<file path="src/rtl/dmem_arbiter_pkg.sv">
// Shared definitions for the data-memory arbiter: FSM encoding,
// default IO window base and the IO-region decode helper.
package dmem_arbiter_pkg;

    typedef enum logic [1:0] {
        ST_IDLE   = 2'd0,
        ST_ACCESS = 2'd1,
        ST_WAIT   = 2'd2,
        ST_RESP   = 2'd3
    } arb_state_t;

    localparam logic [31:0] IO_BASE_DEF = 32'hFFFF_FC00;

    localparam logic PORT_CPU  = 1'b0;
    localparam logic PORT_UART = 1'b1;

    typedef struct packed {
        logic        we;
        logic [31:0] addr;
        logic [31:0] wdata;
    } port_req_t;

    function automatic logic is_io(
        input logic [31:0] addr,
        input logic [31:0] base
    );
        return addr >= base;
    endfunction

endpackage

</file>
<file path="src/rtl/dmem_arbiter_rr_arb2.sv">
// Two-way round-robin picker; the side not granted last wins a tie.
module rr_arb2 (
    input  logic [1:0] req,
    input  logic       last,
    output logic [1:0] gnt
);

    always_comb begin
        gnt = 2'b00;
        unique case (1'b1)
            (req == 2'b01): gnt = 2'b01;
            (req == 2'b10): gnt = 2'b10;
            (req == 2'b11): gnt = last ? 2'b01 : 2'b10;
            default:        gnt = 2'b00;
        endcase
    end

endmodule

</file>
<file path="src/rtl/dmem_arbiter.sv">
// Shares one synchronous data memory between the CPU and the UART
// programmer; IO-region addresses are rejected without a memory cycle.
module dmem_arbiter
    import dmem_arbiter_pkg::*;
#(
    parameter int          ADDR_W  = 14,
    parameter int          RD_LAT  = 1,
    parameter logic [31:0] IO_BASE = IO_BASE_DEF
) (
    input  logic              clock,
    input  logic              rst_n,
    input  logic              cpu_req,
    input  logic              cpu_we,
    input  logic [31:0]       cpu_addr,
    input  logic [31:0]       cpu_wdata,
    output logic              cpu_ack,
    output logic [31:0]       cpu_rdata,
    output logic              cpu_err,
    input  logic              uart_req,
    input  logic              uart_we,
    input  logic [31:0]       uart_addr,
    input  logic [31:0]       uart_wdata,
    output logic              uart_ack,
    output logic [31:0]       uart_rdata,
    output logic              uart_err,
    output logic [ADDR_W-1:0] mem_addr,
    output logic              mem_we,
    output logic [31:0]       mem_wdata,
    input  logic [31:0]       mem_rdata,
    output logic              grant,
    output logic              busy
);

    localparam logic [1:0] WAIT_INIT = 2'(RD_LAT - 1);

    arb_state_t state;
    port_req_t  cpu_in;
    port_req_t  uart_in;
    port_req_t  sel;
    logic [1:0] req_eff;
    logic [1:0] gnt_sel;
    logic       sel_io;
    logic       lat_we;
    logic       lat_io;
    logic [1:0] wait_cnt;
    logic [31:0] rd_q;

    assign cpu_in  = '{we: cpu_we,  addr: cpu_addr,  wdata: cpu_wdata};
    assign uart_in = '{we: uart_we, addr: uart_addr, wdata: uart_wdata};

    // A port is ignored during its own ack cycle so a requester that
    // drops req on seeing ack is not served twice.
    assign req_eff = {uart_req & ~uart_ack, cpu_req & ~cpu_ack};

    rr_arb2 u_rr (
        .req  (req_eff),
        .last (grant),
        .gnt  (gnt_sel)
    );

    assign sel    = gnt_sel[1] ? uart_in : cpu_in;
    assign sel_io = is_io(sel.addr, IO_BASE);

    always_ff @(posedge clock or negedge rst_n) begin
        if (!rst_n) begin
            state      <= ST_IDLE;
            grant      <= PORT_UART;
            busy       <= 1'b0;
            cpu_ack    <= 1'b0;
            cpu_err    <= 1'b0;
            cpu_rdata  <= '0;
            uart_ack   <= 1'b0;
            uart_err   <= 1'b0;
            uart_rdata <= '0;
            mem_addr   <= '0;
            mem_we     <= 1'b0;
            mem_wdata  <= '0;
            lat_we     <= 1'b0;
            lat_io     <= 1'b0;
            wait_cnt   <= '0;
            rd_q       <= '0;
        end else begin
            cpu_ack  <= 1'b0;
            cpu_err  <= 1'b0;
            uart_ack <= 1'b0;
            uart_err <= 1'b0;
            mem_we   <= 1'b0;
            unique case (state)
                ST_IDLE: begin
                    if (|req_eff) begin
                        grant     <= gnt_sel[1];
                        lat_we    <= sel.we;
                        lat_io    <= sel_io;
                        mem_addr  <= sel.addr[ADDR_W+1:2];
                        mem_wdata <= sel.wdata;
                        mem_we    <= sel.we & ~sel_io;
                        rd_q      <= '0;
                        busy      <= 1'b1;
                        state     <= ST_ACCESS;
                    end
                end
                ST_ACCESS: begin
                    if (lat_io || lat_we) begin
                        state <= ST_RESP;
                    end else begin
                        wait_cnt <= WAIT_INIT;
                        state    <= ST_WAIT;
                    end
                end
                ST_WAIT: begin
                    if (wait_cnt == 2'd0) begin
                        rd_q  <= mem_rdata;
                        state <= ST_RESP;
                    end else begin
                        wait_cnt <= wait_cnt - 2'd1;
                    end
                end
                ST_RESP: begin
                    busy  <= 1'b0;
                    state <= ST_IDLE;
                    if (grant == PORT_UART) begin
                        uart_ack   <= 1'b1;
                        uart_err   <= lat_io;
                        uart_rdata <= rd_q;
                    end else begin
                        cpu_ack   <= 1'b1;
                        cpu_err   <= lat_io;
                        cpu_rdata <= rd_q;
                    end
                end
                default: state <= ST_IDLE;
            endcase
        end
    end

endmodule
</file>
<file path="config.mk">
export PLATFORM = sky130hd
export DESIGN_NAME = dmem_arbiter
export DESIGN_NICKNAME = d
export VERILOG_FILES = /design/src/rtl/dmem_arbiter_pkg.sv /design/src/rtl/dmem_arbiter_rr_arb2.sv /design/src/rtl/dmem_arbiter.sv
export SDC_FILE = /design/constraint.sdc
export NUM_CORES = 1
export LEC_CHECK = 0
export ABC_AREA = 1
export CORE_MARGIN = 1
export CORE_UTILIZATION = 46
export DETAILED_ROUTE_END_ITERATION = 10
export PLACE_DENSITY = 0.91
export SYNTH_ARGS = -nofsm -noshare
export SYNTH_HDL_FRONTEND = slang
export SYNTH_SLANG_ARGS = --single-unit
</file>
<file path="constraint.sdc">
create_clock -name clock -period 3.76 [get_ports clock]
set_input_delay 0.752 -clock clock [delete_from_list [all_inputs] [get_ports clock]]
set_output_delay 0.752 -clock clock [all_outputs]
set_load 0.02 [all_outputs]
</file>
==> impl_metrics.json <==
{
  "io_buffers": 278,
  "netlist_top_cells_count": "nand2_1 (183), dfrtp_1 (154), o21ai_0 (116)",
  "diodes": 0,
  "p_leak_nw": 4.52,
  "yosysTopAreaCellShare_pct": 57.4,
  "avgSynthCellArea_um2": 8.88,
  "coreArea_mm2": 0.0140,
  "fin_tns_setup_ps": 0,
  "cts_buffer_depth": 2,
  "ys_cells": 756,
  "dp.cells": 1180,
  "final_cells": 1212,
  "cts_sinks": 155,
  "path_clk_slew_ps": 60,
  "fill_cells": 1034,
  "tightest_slew_ps": 1140,
  "cts_resized": 0,
  "status": "completed",
  "crit_start": "grant",
  "yosys_warnings": 0,
  "dpl_worst_slack_ps": 973,
  "cp_slowest_cell": "clkdlybuf4s50_1",
  "holdWs_ps": 326,
  "cp-start-kind": "flop",
  "hold_viol_final": 0,
  "globalRouteOverflowTotal": 0,
  "post-cts-setup-buffers": 0,
  "cp_cell_sequence": "clkdlybuf4s50_1",
  "ir_drop_uv": 478,
  "path_max_fanout": 5,
  "netlist.top_cell.by_area": "dfrtp_1",
  "die_width_um": 123,
  "r2r_slack_ps": 1630,
  "fin_util_pct": 72.8,
  "worst-path-buf-inv": 1,
  "remaining_drc_errors": 0
}
## metal layers
metal	vias up	GRT usage, %	wire length, um
met5	-	0	0
met1	3032	35.4	8240
met2	267	44.2	10200
met4	0	14.6	839
li1	2980	-	-
met3	60	8.22	1470
## cells by family after synthesis
group | synth area share (%)
DFF | 57.8
adders and majority gates | 1.12
and+or+nand+nor | 18.2
buffers and inverters | 6.71
AOI/OAI and AO/OA | 16.1
## sequential cells by signal, summed over array words and instances (netlist names)
signal and count:
busy 1, cpu_ack 1, cpu_err 1, cpu_rdata 32, grant 1, lat_io 1, lat_we 1, mem_addr 14
mem_wdata 32, mem_we 1, rd_q 32, state 2, uart_ack 1, uart_err 1, uart_rdata 32, wait_cnt 2
## final timing paths
check	to	cells after the start
worst max-delay path	grant	1
worst min-delay path	mem_wdata[17]	1
worst max register to register	mem_wdata[22]	8
worst min register to register	cpu_rdata[0]	2
max in group asynchronous	uart_rdata[15]	2
min in group clock	cpu_rdata[0]	2
## layout by cell type (no fill, tap or decap), drive strengths merged
cell | netlist | routed
clkdlybuf4s50 | 0 | 277
o21ai | 193 | 193
nand2 | 186 | 186
dfrtp | 154 | 154
nor2 | 74 | 74
inv | 57 | 63
nand3 | 37 | 37
clkbuf | 15 | 17
buf | 28 | 10
ha | 6 | 6
bufinv | 0 | 4
nand4 | 3 | 3
clkinvlp | 0 | 3
clkinv | 0 | 2
nand3b | 1 | 1
a21oi | 1 | 1
dfstp | 1 | 1
## final cells by class
| type | instances | area, um^2 | area share [%] |
|---|---|---|---|
| clock inverter | 15 | 211 | 2.07 |
| timing repair buffer | 287 | 2880 | 28.2 |
| tap | 180 | 225 | 2.20 |
| sequential | 155 | 3880 | 38.0 |
| inverter | 57 | 214 | 2.09 |
| multi-input combinational | 501 | 2380 | 23.3 |
| clock buffer | 17 | 425 | 4.16 |
## worst register-to-register path: stages (launching register included)
cell and delay [ps]:
dfrtp_1 420, inv_1 120, ha_1 250, inv_1 100, nor2_4 50, inv_2 560
buf_4 330, nand2_1 110, o21ai_1 110
## power breakdown
group | leakage (nW) | internal (mW) | switching, mW
clock | 0.303 | 1.13 | 0.726
combinational | 2.22 | 1.64 | 2.32
sequential | 1.99 | 2.38 | 0.369
total | 4.52 | 5.14 | 3.41
### Drive-strength map

Scale: 4 px per um.
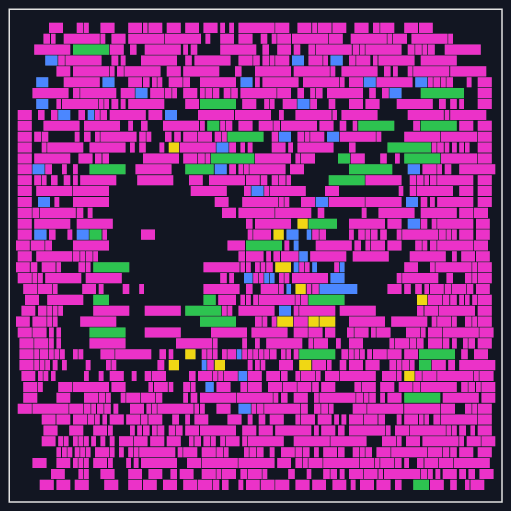
[drive 3 to 4] yellow | cells: 14 | share: 1.4% | most used: buf_4
[drive 6 and up] green | cells: 30 | share: 2.9% | most used: clkbuf_16
[drive 1 or less] magenta | cells: 941 | share: 91% | most used: clkdlybuf4s50_1
[drive 2] blue | cells: 47 | share: 4.6% | most used: o21ai_2
Final Worst Setup Slack: 1340 ps
Area growth syn-to-layout: 52.2%

### Clock routing

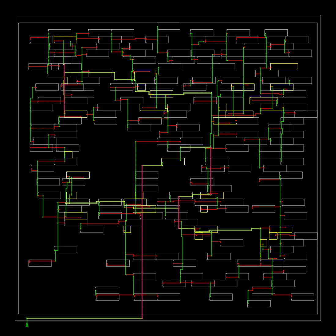
P_clk: 1.85 mW
Num CTS Buffers: 17
final-layout clock buffer total: 17

### Where the registers sit

Scale: 3 px per um. Other sequential cells in the stronger gray, the rest of the logic in the fainter gray.
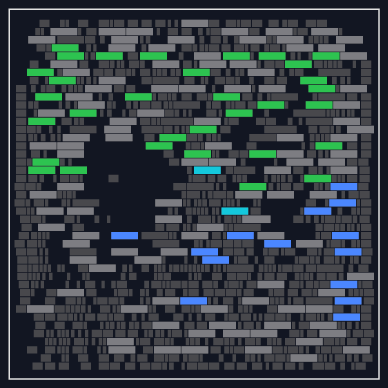
[rd_q] green | flops: 32
[state] cyan | flops: 2
[mem_addr] blue | flops: 14
not colored: 107
register share of the cell area: 38.0%
Power Sequential: 2.75 mW

### M3 wires

Scale: 4 px per um.
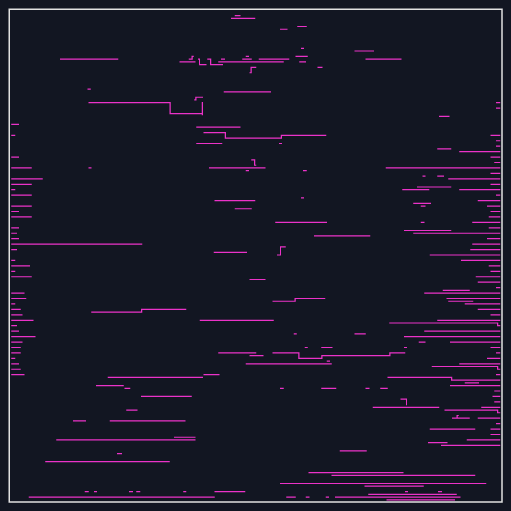
nets with wire on the layer: 162
share of all routed wire: 7.1%
longest straight run: 51.3 um
WL final: 20.7 mm
Via Count: 6339
M3 GR Usage: 8.22%

### Signal metal coverage by tile

Scale: 3 px per um. 25 x 25 tiles, from black (low) to pale yellow (high), scaled to the fullest tile. Values are wire area over tile area, all layers added.
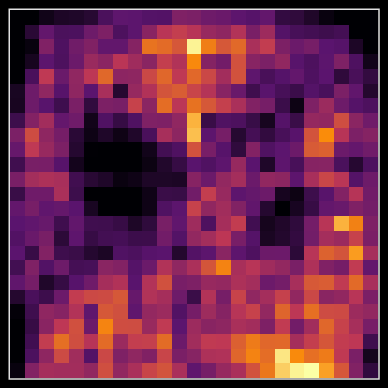
emptiest ninth of the die: middle left
fullest tile: 0.69
densest ninth of the die: lower right
tiles over half the peak: 19%
Routed WL per cell: 17.1 um
GRT Util Overall: 28.2%

Power figures rest on the tool's default switching activity, not on a simulated workload.
